### config.mk
export PLATFORM = sky130hd
export DESIGN_NAME = neuron_act
export DESIGN_NICKNAME = d
export VERILOG_FILES = /design/src/rtl/neuron_pkg.sv /design/src/rtl/sat_round.sv /design/src/rtl/neuron_act.sv
export SDC_FILE = /design/constraint.sdc
export NUM_CORES = 1
export LEC_CHECK = 0
export CAP_MARGIN = 20
export CELL_PAD_IN_SITES_DETAIL_PLACEMENT = 1
export CELL_PAD_IN_SITES_GLOBAL_PLACEMENT = 1
export CORE_ASPECT_RATIO = 0.7
export CORE_MARGIN = 2
export CORE_UTILIZATION = 24
export CTS_CLUSTER_DIAMETER = 120
export DETAILED_ROUTE_END_ITERATION = 6
export HOLD_SLACK_MARGIN = 0.03
export PLACE_DENSITY_LB_ADDON = 0.08
export SKIP_LAST_GASP = 1
export SYNTH_ARGS = -nofsm -noshare
export SYNTH_HDL_FRONTEND = slang
export SYNTH_HIERARCHICAL = 1
export SYNTH_SLANG_ARGS = --single-unit
### constraint.sdc
create_clock -name clk -period 4.4 [get_ports clk]
set_input_delay 0.44 -clock clk [delete_from_list [all_inputs] [get_ports clk]]
set_output_delay 0.44 -clock clk [all_outputs]
set_load 0.03 [all_outputs]
### src/rtl/neuron_pkg.sv
// Shared types, FSM state encoding and int8 activation limits for neuron_act.
package neuron_pkg;

    typedef logic signed [15:0] acc_t;
    typedef logic signed [7:0]  act_t;

    typedef enum logic [1:0] {
        IDLE,
        SUM,
        SAT,
        HOLD
    } act_state_e;

    localparam int ACT_MAX = 127;
    localparam int ACT_MIN = -128;

endpackage

### src/rtl/sat_round.sv
// Combinational round-half-up right shift and int8 clamp for neuron_act.
// Build option NEURON_ACT_RELU_EN forces negative results to zero.
module sat_round
    import neuron_pkg::*;
#(
    parameter int SHIFT = 4
) (
    input  logic signed [16:0] sum_i,
    output logic signed [17:0] r18_o,
    input  logic signed [17:0] r18_i,
    output act_t               act_o
);

    // Half an LSB of the shifted result; zero when SHIFT is 0.
    localparam logic signed [17:0] HALF  = 18'((1 << SHIFT) >> 1);
    localparam logic signed [17:0] MAX18 = 18'(ACT_MAX);
    localparam logic signed [17:0] MIN18 = 18'(ACT_MIN);

    logic signed [17:0] biased;

    assign biased = signed'({sum_i[16], sum_i}) + HALF;
    assign r18_o  = biased >>> SHIFT;

    always_comb begin
        act_o = act_t'(r18_i[7:0]);
        if (r18_i > MAX18) begin
            act_o = act_t'(ACT_MAX);
        end else if (r18_i < MIN18) begin
            act_o = act_t'(ACT_MIN);
        end
`ifdef NEURON_ACT_RELU_EN
        if (r18_i < 18'sd0) begin
            act_o = '0;
        end
`else
`endif
    end

endmodule

### src/rtl/neuron_act.sv
// Bias add, rounding rescale and int8 saturation of one MAC sum per transaction.
// Build option NEURON_ACT_RELU_EN clamps the activation to [0,127].
module neuron_act
    import neuron_pkg::*;
#(
    parameter int SHIFT = 4,
    parameter int CNT_W = 16
) (
    input  logic             clk,
    input  logic             rst,
    input  logic [15:0]      acc_in,
    input  logic [15:0]      bias,
    input  logic             acc_valid,
    output logic             acc_ready,
    output logic [7:0]       out_data,
    output logic             out_valid,
    input  logic             out_ready,
    output logic [CNT_W-1:0] out_count
);

    // Handshakes: a transfer happens on a rising edge where valid and ready are
    // both high; a valid source holds its data unchanged until that edge.

    act_state_e         state_q, state_d;
    logic signed [16:0] sum17_q, sum17_d;
    logic signed [17:0] r18_q, r18_d;
    act_t               data_q, data_d;
    logic               valid_q, valid_d;
    logic [CNT_W-1:0]   cnt_q, cnt_d;

    logic signed [17:0] r18_rnd;
    act_t               act_sat;

    sat_round #(.SHIFT(SHIFT)) u_sat_round (
        .sum_i (sum17_q),
        .r18_o (r18_rnd),
        .r18_i (r18_q),
        .act_o (act_sat)
    );

    always_comb begin
        state_d = state_q;
        sum17_d = sum17_q;
        r18_d   = r18_q;
        data_d  = data_q;
        valid_d = valid_q;
        cnt_d   = cnt_q;
        case (state_q)
            IDLE: begin
                if (acc_valid) begin
                    sum17_d = signed'({acc_in[15], acc_in}) + signed'({bias[15], bias});
                    state_d = SUM;
                end
            end
            SUM: begin
                r18_d   = r18_rnd;
                state_d = SAT;
            end
            SAT: begin
                data_d  = act_sat;
                valid_d = 1'b1;
                state_d = HOLD;
            end
            HOLD: begin
                if (out_ready) begin
                    valid_d = 1'b0;
                    cnt_d   = cnt_q + CNT_W'(1);
                    state_d = IDLE;
                end
            end
            default: begin
                state_d = IDLE;
            end
        endcase
    end

    always_ff @(posedge clk) begin
        if (rst) begin
            state_q <= IDLE;
            sum17_q <= '0;
            r18_q   <= '0;
            data_q  <= '0;
            valid_q <= 1'b0;
            cnt_q   <= '0;
        end else begin
            state_q <= state_d;
            sum17_q <= sum17_d;
            r18_q   <= r18_d;
            data_q  <= data_d;
            valid_q <= valid_d;
            cnt_q   <= cnt_d;
        end
    end

    assign acc_ready = (state_q == IDLE) && !rst;
    assign out_data  = data_q;
    assign out_valid = valid_q;
    assign out_count = cnt_q;

endmodule

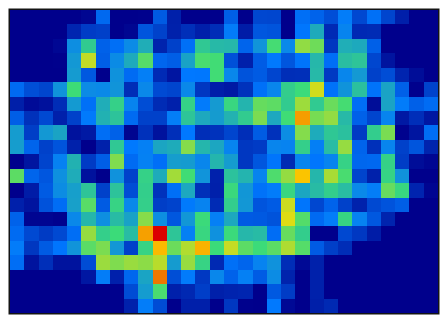
(run_1/route_heat.png)
30 x 21 tiles, from dark blue (low) to red (high), scaled to the fullest tile. Values are wire area over tile area, all layers added.
emptiest ninth of the die: bottom right
fullest tile: 0.42
tiles over half the peak: 9.8%
nearly empty tiles: 22%
WL/cell: 14.3 um
via count: 2939
Total GRT Usage: 0.125
WL final: 9230 um

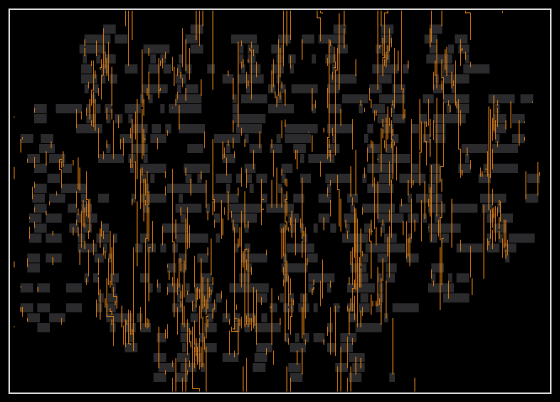
(run_1/m2.png)
Cells faint in the background.
share of all routed wire: 40%
longest straight run: 32.3 um
main direction: vertical
wire length on this layer: 3650 um

==> results.cfg, run 1 <==
; flow metrics
[die]
core_um2 = 14000
ioPinCount = 62
dieArea_um2 = 15400
die_h_um = 104
num_rows = 36
die_x_um = 148
initial_core_util = 0.247

[yosys]
postSynthCellCount = 402
synthesis.area_um2 = 3460
ys_warn_count = 6
syn-num-nets = 462

[cells_and_area]
drive_gt1_frac = 0.0615
final_cell_mix = clkdlybuf4s50_1 (60), dfxtp_1 (59), nor2_1 (52)
layout_top_cell = clkdlybuf4s50_1
syn_to_final_growth_pct = 31.3
final_nets = 510
n_antenna_cell = 0
design_area_um2 = 4550
finalNonFillerCells = 645
fillers = 1604

[global_route]
antenna_found_initial = 0
grt_pass1_wl_um = 15600
overflow = 0
grt_pass1_vias = 2983
grt_max_degree = 37

[power]
power_w = 0.00210
power_density_nw_per_um2 = 461
leakage_nw = 1.76
ir_drop_mv = 0.184

[sta]
fmax_ghz = 0.369
hold_ws_ns = 0.477
period_minus_slack_ns = 2.71
slew_viol_final = 0
slew-limit-headroom = 0.288
clock_skew_ns = 0.00547
tightest_slew_ns = 1.07
finalCritPeriodShare = 0.616
setup_viol = 0
finalHoldViolCount = 0
rsz0062_at_grt = no
fin_setup_tns_ns = 0

[clock_network]
clk_path_buf_depth = 2
clock_latency_ns = 0.33
htree_levels = 3
ctsHoldBuffers = 0
cts_tree = yes
cts-root-buf = clkbuf_16
cts.sinks = 59
numCtsBuffers = 9
post-cts-setup-buffers = 0
path_clk_slew_ns = 0.05
cts_resized = 0

[critical_path]
crit_fanout = 3
arrival_ns = 2.97
crit_path_end_kind = register
crit_type = primary input to register

[place]
placed_cells = 629
dp_hpwl_um = 7130
place_congestion = 0.749
io_buffers = 61
dpl_cell_area_um2 = 4200

[route]
wl_met1_um = 5170
dr.pass1.iters = 4
wl_met3_um = 320
drc = 0
wl_met2_um = 3650
top_layer_used = met4
drt-initial-drc-count = 109
viasPerCell = 4.56
ant_nets = 0

[outcome]
outcome = finished clean

[job]
maxCapViolCount = 0
warnings = 32

[hold_path]
hp-class = register to register
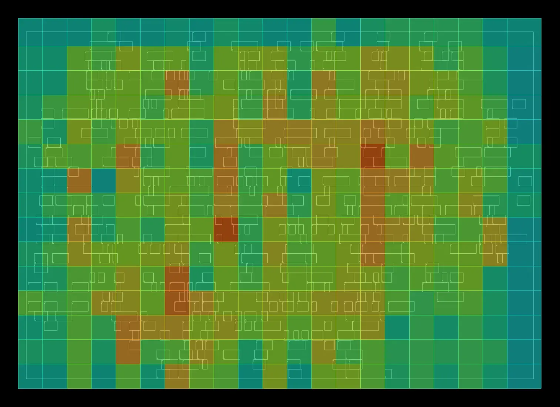
(run_1/congestion_map.png)
Core Util, Final: 0.324
M3 GR Usage: 0.0320
M2 GR Usage: 0.176
M1 GR Usage: 0.188

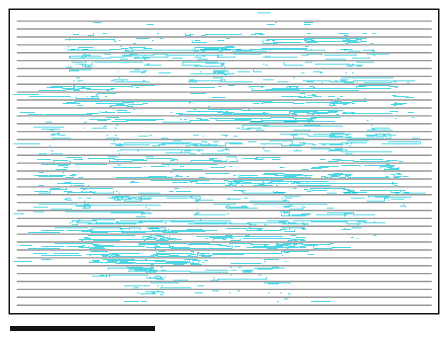
(run_1/m1.png)
Bar = 50 um. Supply wires on this layer in grey.
wire length on this layer: 5170 um
longest straight run: 68.1 um
nets with wire on the layer: 451

run 1: critical path, stage by stage:
cell,delay [ns]
clkdlybuf4s50_1,0.41
ha_1,0.23
fa_1,0.37
a21o_1,0.21
a221oi_2,0.36
o21bai_2,0.17
a31oi_2,0.28
nor3_1,0.07
or3_1,0.30
a21oi_1,0.13
run 1: flip-flops by register name, indices dropped and copies added (netlist names):
name	flops
out_count	16
out_data	8
sum17_q	14
r18_q	18
state_q	2
out_valid	1
run 1: worst paths after layout:
| path | startpoint | end | slack [ns] | depth (start not counted) |
|---|---|---|---|---|
| max | acc_in[0] | sum17_q[16] | 1.69 | 10 |
| min | sum17_q[3] | sum17_q[3] | 0.48 | 2 |
| max reg2reg | state_q[0] | out_count[15] | 2.13 | 7 |
| min reg2reg | sum17_q[3] | sum17_q[3] | 0.48 | 2 |
run 1: layout make-up:
class,count,area (um^2),area share
clock buffers,11,243,0.0534
clock inverters,5,100,0.0220
inverters,9,33.8,0.00743
multi-input cells,309,2140,0.470
flip-flops and latches,59,1180,0.260
well taps,190,238,0.0523
repair buffers,62,613,0.135
run 1: per-stage QoR:
stage | setup slack, ns | utilization
global placement | 1.41 | 0.300
finish | 1.69 | 0.324
global route | 1.56 | 0.324
CTS | 1.71 | 0.324
detailed placement | 1.39 | 0.300
floorplan | 2.05 | -
run 1: routing by layer:
layer	GRT usage	vias to the layer above
li1	-	1521
met1	0.188	1368
met2	0.176	42
met3	0.0320	8
met4	0.0268	0
met5	0	-
run 1: where the power goes:
part	switching [W]	total [W]	internal (W)
registers	0.0000742	0.000676	0.000602
clock network	0.000249	0.000815	0.000566
logic	0.000330	0.000604	0.000274
==> run 2, diff against run 1 <==
Clock period 4.4 ns to 2.65 ns, I/O delays scaled along.
==> run 2 against run 1 <==
Against the previous run: critical path depth unchanged; clock-buffer cell count rose by 3; first-iteration DRC count is 0.92% higher; worst hold slack got worse by 0.078 ns; combinational power is 72% higher; register-to-register slack worse by 1.4 ns; sequential power up 66%; power rose by 58%; critical endpoint is now sum17_q[14]; largest cell class unchanged.
==> results.cfg, run 2 <==
; flow metrics
[outcome]
outcome = finished clean

[hold_path]
hp-class = primary input to register

[job]
warnings = 32
maxCapViolCount = 0

[place]
io_buffers = 61
placed_cells = 640
dp_hpwl_um = 7250
place_congestion = 0.768
dpl_cell_area_um2 = 4290

[global_route]
grt_pass1_wl_um = 15900
antenna_found_initial = 0
grt_max_degree = 38
grt_pass1_vias = 3019
overflow = 0

[yosys]
syn-num-nets = 462
synthesis.area_um2 = 3460
ys_warn_count = 6
postSynthCellCount = 402
avgSynthCellArea_um2 = 8.61

[route]
drc = 0
wire_per_inst_um = 14.3
ant_nets = 0
viasPerCell = 4.62
drt-initial-drc-count = 110
dr.pass1.iters = 4

[cells_and_area]
final_cell_mix = clkdlybuf4s50_1 (60), dfxtp_1 (59), nor2_1 (52)
largest_register_ffs = 18
largest-register = r18_q
syn_to_final_growth_pct = 32.1
final_nets = 521
layout_top_cell = clkdlybuf4s50_1
design_area_um2 = 4570
n_antenna_cell = 0
finalNonFillerCells = 656
drive_gt1_frac = 0.0773

[clock_network]
cts_tree = yes
clock_latency_ns = 0.33
numCtsBuffers = 9
cts.sinks = 59
ctsHoldBuffers = 0
htree_levels = 3
path_clk_slew_ns = 0.05
cts-root-buf = clkbuf_16
cts_resized = 0
post-cts-setup-buffers = 0
clk_path_buf_depth = 2

[critical_path]
slowest_delay_ns = 0.40
critPathTopFamily = AND-OR/OR-AND gates
required_ns = 2.87
crit_path_end_kind = register
critical_path_buf_inv_count = 1
start_kind = primary input
crit_type = primary input to register
crit_fanout = 3
path_cells = clkdlybuf4s50_1 > ha_1 > fa_1 > a21o_1 > a221oi_2 > nand2b_1 > o311ai_1 > a21oi_1 > nor4_1 > a211o_1
rrSetupSlack_ns = 0.74
arrival_ns = 2.68
slowest_stage = clkdlybuf4s50_1

[power]
power_w = 0.00331
leakage_nw = 1.79
ir_drop_mv = 0.269
power_density_nw_per_um2 = 723

[sta]
finalHoldViolCount = 0
setup_viol = 0
fin_setup_tns_ns = 0
fmax_ghz = 0.407
period_minus_slack_ns = 2.46
finalCritPeriodShare = 0.927
clock_skew_ns = 0.00758
slew-limit-headroom = 0.563
slew_viol_final = 0
hold_ws_ns = 0.400
tightest_slew_ns = 0.655
rsz0062_at_grt = no

[die]
die_h_um = 104
core_um2 = 14000
die_x_um = 148
num_rows = 36
initial_core_util = 0.247
dieArea_um2 = 15400
ioPinCount = 62
## run 2: stage by stage
| stage | setup WS, ns | util |
|---|---|---|
| 3_5_place_dp | -0.150 | 0.306 |
| 6_report | 0.192 | 0.327 |
| 2_1_floorplan | 0.480 | - |
| 4_1_cts | 0.176 | 0.327 |
| 3_3_place_gp | -0.112 | 0.306 |
| 5_1_grt | 0.0343 | 0.327 |
## run 2: power breakdown
group          internal, W  total (W)  switching, W
logic             0.000473    0.00104      0.000566
registers          0.00100    0.00112      0.000124
clock network     0.000752    0.00114      0.000391
## run 2: final timing paths
check / start / to / cells past startpoint
worst min register to register: sum17_q[3] / sum17_q[3] / 2
worst min-delay path: rst / state_q[1] / 2
worst max register to register: state_q[1] / out_count[15] / 8
worst max-delay path: acc_in[0] / sum17_q[14] / 10
## run 2: layer usage
layer | routed length [um] | GRT usage
met5 | 0 | 0
met4 | 108 | 0.0391
met3 | 389 | 0.0320
met2 | 3810 | 0.181
met1 | 5090 | 0.190
## run 2: worst register-to-register path, stage by stage (launching register included)
cell and delay, ns:
dfxtp_1 0.38, ha_1 0.20, and2_1 0.23, nand4_1 0.20, nor4_1 0.29, buf_4 0.20, nand3_1 0.09, xor2_1 0.14
nor2_1 0.05
## run 2: cell type report
class	count	area, um^2
Fill cell	1642	9430
Clock inverter	2	35.0
Clock buffer	14	254
Tap cell	190	238
Sequential cell	59	1180
Multi-Input combinational cell	309	2140
Inverter	9	33.8
Timing Repair Buffer	73	696
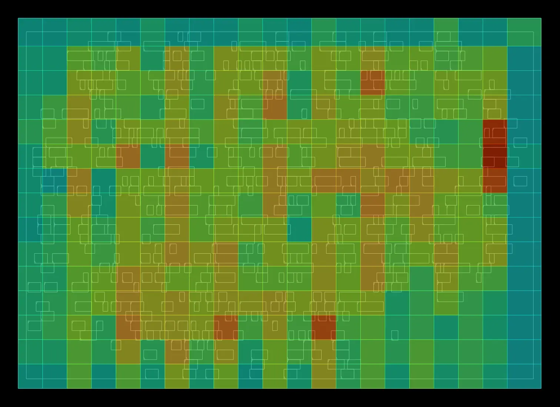
(run_2/congestion_map.png)
Total GRT Usage: 0.129
GRT busiest layer: met1

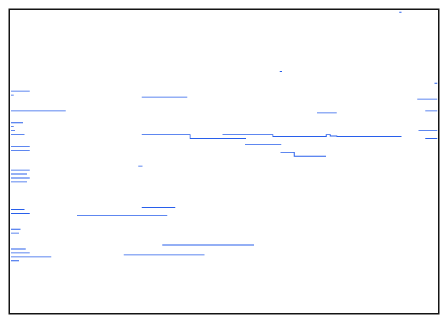
(run_2/m3.png)
share of all routed wire: 4.2%
wire length on this layer: 389 um
longest straight run: 31.3 um
nets with wire on the layer: 32
via count: 3030
WL final: 9390 um

==> run 3, diff against run 2 <==
Settings changed: MAX_ROUTING_LAYER from default to met4, SLEW_MARGIN from default to 15.
Clock period 2.65 ns to 2.7 ns, I/O delays scaled along.
==> run 3 against run 2 <==
Against the previous run: worst hold slack lost 0.0014 ns; die area did not move; area after synthesis did not move; via count down 1.1%; utilization fell by 0.24 points; non-clock buffer count did not move; final cell count stayed put; worst setup slack improved by 0.046 ns; sequential share of layout area grew 0.19 points; sequential power barely moved; critical path type unchanged; critical endpoint unchanged; largest cell class unchanged.
==> results.cfg, run 3 <==
; flow metrics
[cells_and_area]
syn_to_final_growth_pct = 31.2
n_antenna_cell = 0
largest-register = r18_q
largest_register_ffs = 18
layout_top_cell = clkdlybuf4s50_1
final_cell_mix = clkdlybuf4s50_1 (60), dfxtp_1 (59), nor2_1 (52)
final_nets = 521
drive_gt1_frac = 0.0773
finalNonFillerCells = 656

[route]
vias = 2998
ant_nets = 0
drc = 0
viasPerCell = 4.57
drt-initial-drc-count = 126

[hold_path]
hp-class = primary input to register
hp-start = rst
holdPathEnd = out_count[3]
min_delay_path_depth = 2

[critical_path]
slowest_stage = clkdlybuf4s50_1
r2r_end = out_count[15]
start_kind = primary input
crit_fanout = 3
crit_path_end_kind = register
critPathTopFamily = AND-OR/OR-AND gates
required_ns = 2.91
crit_type = primary input to register
slowest_delay_ns = 0.41
path_cells = clkdlybuf4s50_1 > ha_1 > fa_1 > a21o_1 > a221oi_2 > nand2b_1 > o311ai_1 > a21oi_1 > nor4_1 > a211o_1
timing.rr.start = state_q[1]
reg2regPathDepth = 8
arrival_ns = 2.67

[sta]
period_minus_slack_ns = 2.46
tightest_slew_ns = 0.640
fmax_ghz = 0.406
rsz0062_at_grt = no
finalCritPeriodShare = 0.912
finalHoldViolCount = 0
setup_viol = 0
slew_viol_final = 0

[global_route]
overflow = 0
grt_pass1_vias = 3083
grt_max_degree = 38
grt_pass1_wl_um = 15900
antenna_found_initial = 0

[yosys]
ys_warn_count = 6
avgSynthCellArea_um2 = 8.61
postSynthCellCount = 402
synthesis.area_um2 = 3460
syn-num-nets = 462

[power]
p_int_w = 0.00206
power_density_nw_per_um2 = 686
p_seq_frac = 0.354
power_w = 0.00312
leakage_nw = 1.78
p_switching_w = 0.00105
ir_drop_mv = 0.249
switching_share = 0.338

[clock_network]
ctsHoldBuffers = 0
cts.sinks = 59
cts_resized = 0
numCtsBuffers = 9
clock_latency_ns = 0.33
cts-root-buf = clkbuf_16
htree_levels = 3
clk_path_buf_depth = 2
cts_tree = yes
path_clk_slew_ns = 0.05

[place]
placed_cells = 640
io_buffers = 61
place_congestion = 0.779

[die]
die_h_um = 104
dieArea_um2 = 15400
initial_core_util = 0.247
num_rows = 36
core_um2 = 14000
ioPinCount = 62
die_x_um = 148

[outcome]
outcome = finished clean

[job]
maxCapViolCount = 0
==> run 3: final cells by class <==
type / count / area (um^2)
Fill cell: 1641 / 9470
Multi-Input combinational cell: 309 / 2140
Sequential cell: 59 / 1180
Timing Repair Buffer: 73 / 696
Clock buffer: 13 / 240
Tap cell: 190 / 238
Inverter: 9 / 33.8
Clock inverter: 3 / 15.0
==> run 3: layer usage <==
layer,GRT usage,wire length (um),up-vias
li1,-,-,1541
met1,0.187,5160,1402
met2,0.189,3850,48
met3,0.0307,335,7
met4,0.0288,80,0
met5,-,0,-
==> run 3: worst max-delay path by stage <==
stage | from | to | slack (ns) | cells after the start
finish | acc_in[0] | sum17_q[14] | 0.24 | 10
global route | acc_in[0] | sum17_q[16] | 0.03 | 10
CTS | acc_in[0] | sum17_q[14] | 0.23 | 10
detailed placement | acc_in[0] | sum17_q[14] | -0.08 | 10
global placement | acc_in[0] | sum17_q[14] | -0.07 | 10
floorplan | acc_in[0] | sum17_q[16] | 0.52 | 9
==> run 3: metrics by stage <==
stage | hold slack [ns] | area [um^2] | utilization | setup slack (ns) | setup TNS, ns
after floorplan | 0.449 | 3460 | - | 0.525 | 0
after global placement | 0.471 | 4290 | 0.306 | -0.0657 | -0.123
after detailed placement | 0.484 | 4290 | 0.306 | -0.0824 | -0.190
after CTS | 0.397 | 4540 | 0.324 | 0.225 | 0
after global routing | 0.416 | 4540 | 0.324 | 0.0292 | 0
final | 0.398 | 4540 | 0.324 | 0.238 | 0
==> run 3: power by group through the flow <==
stage / Sequential (W) / Combinational, W / Clock [W]
final: 0.00110 / 0.00101 / 0.00100
after global routing: 0.00112 / 0.00114 / 0.00107
after CTS: 0.00110 / 0.00103 / 0.00103
after detailed placement: 0.00112 / 0.00103 / 0
after global placement: 0.00112 / 0.00102 / 0
after floorplan: 0.00113 / 0.000698 / 0
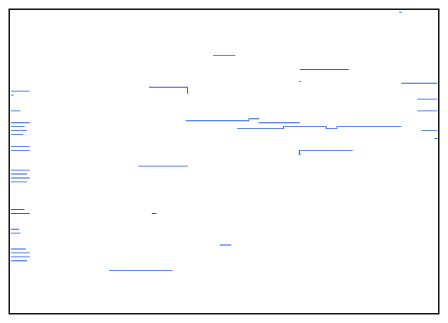
(run_3/m3.png)
longest straight run: 22.1 um
nets with wire on the layer: 32
main direction: horizontal
wire length on this layer: 336 um

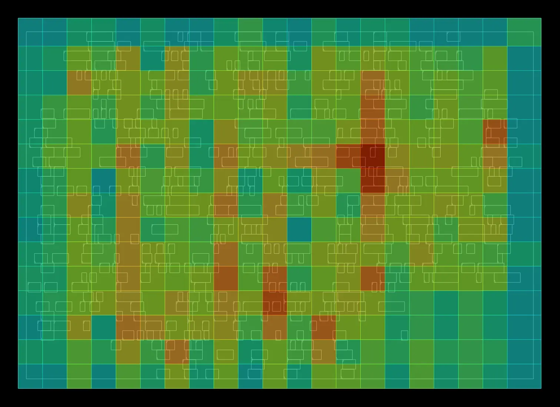
(run_3/congestion_map.png)
GRT busiest layer: met2
M1 GR Usage: 0.187
WL/cell: 14.4 um
Core Util, Final: 0.324

Power is estimated from default activity; no workload was simulated.
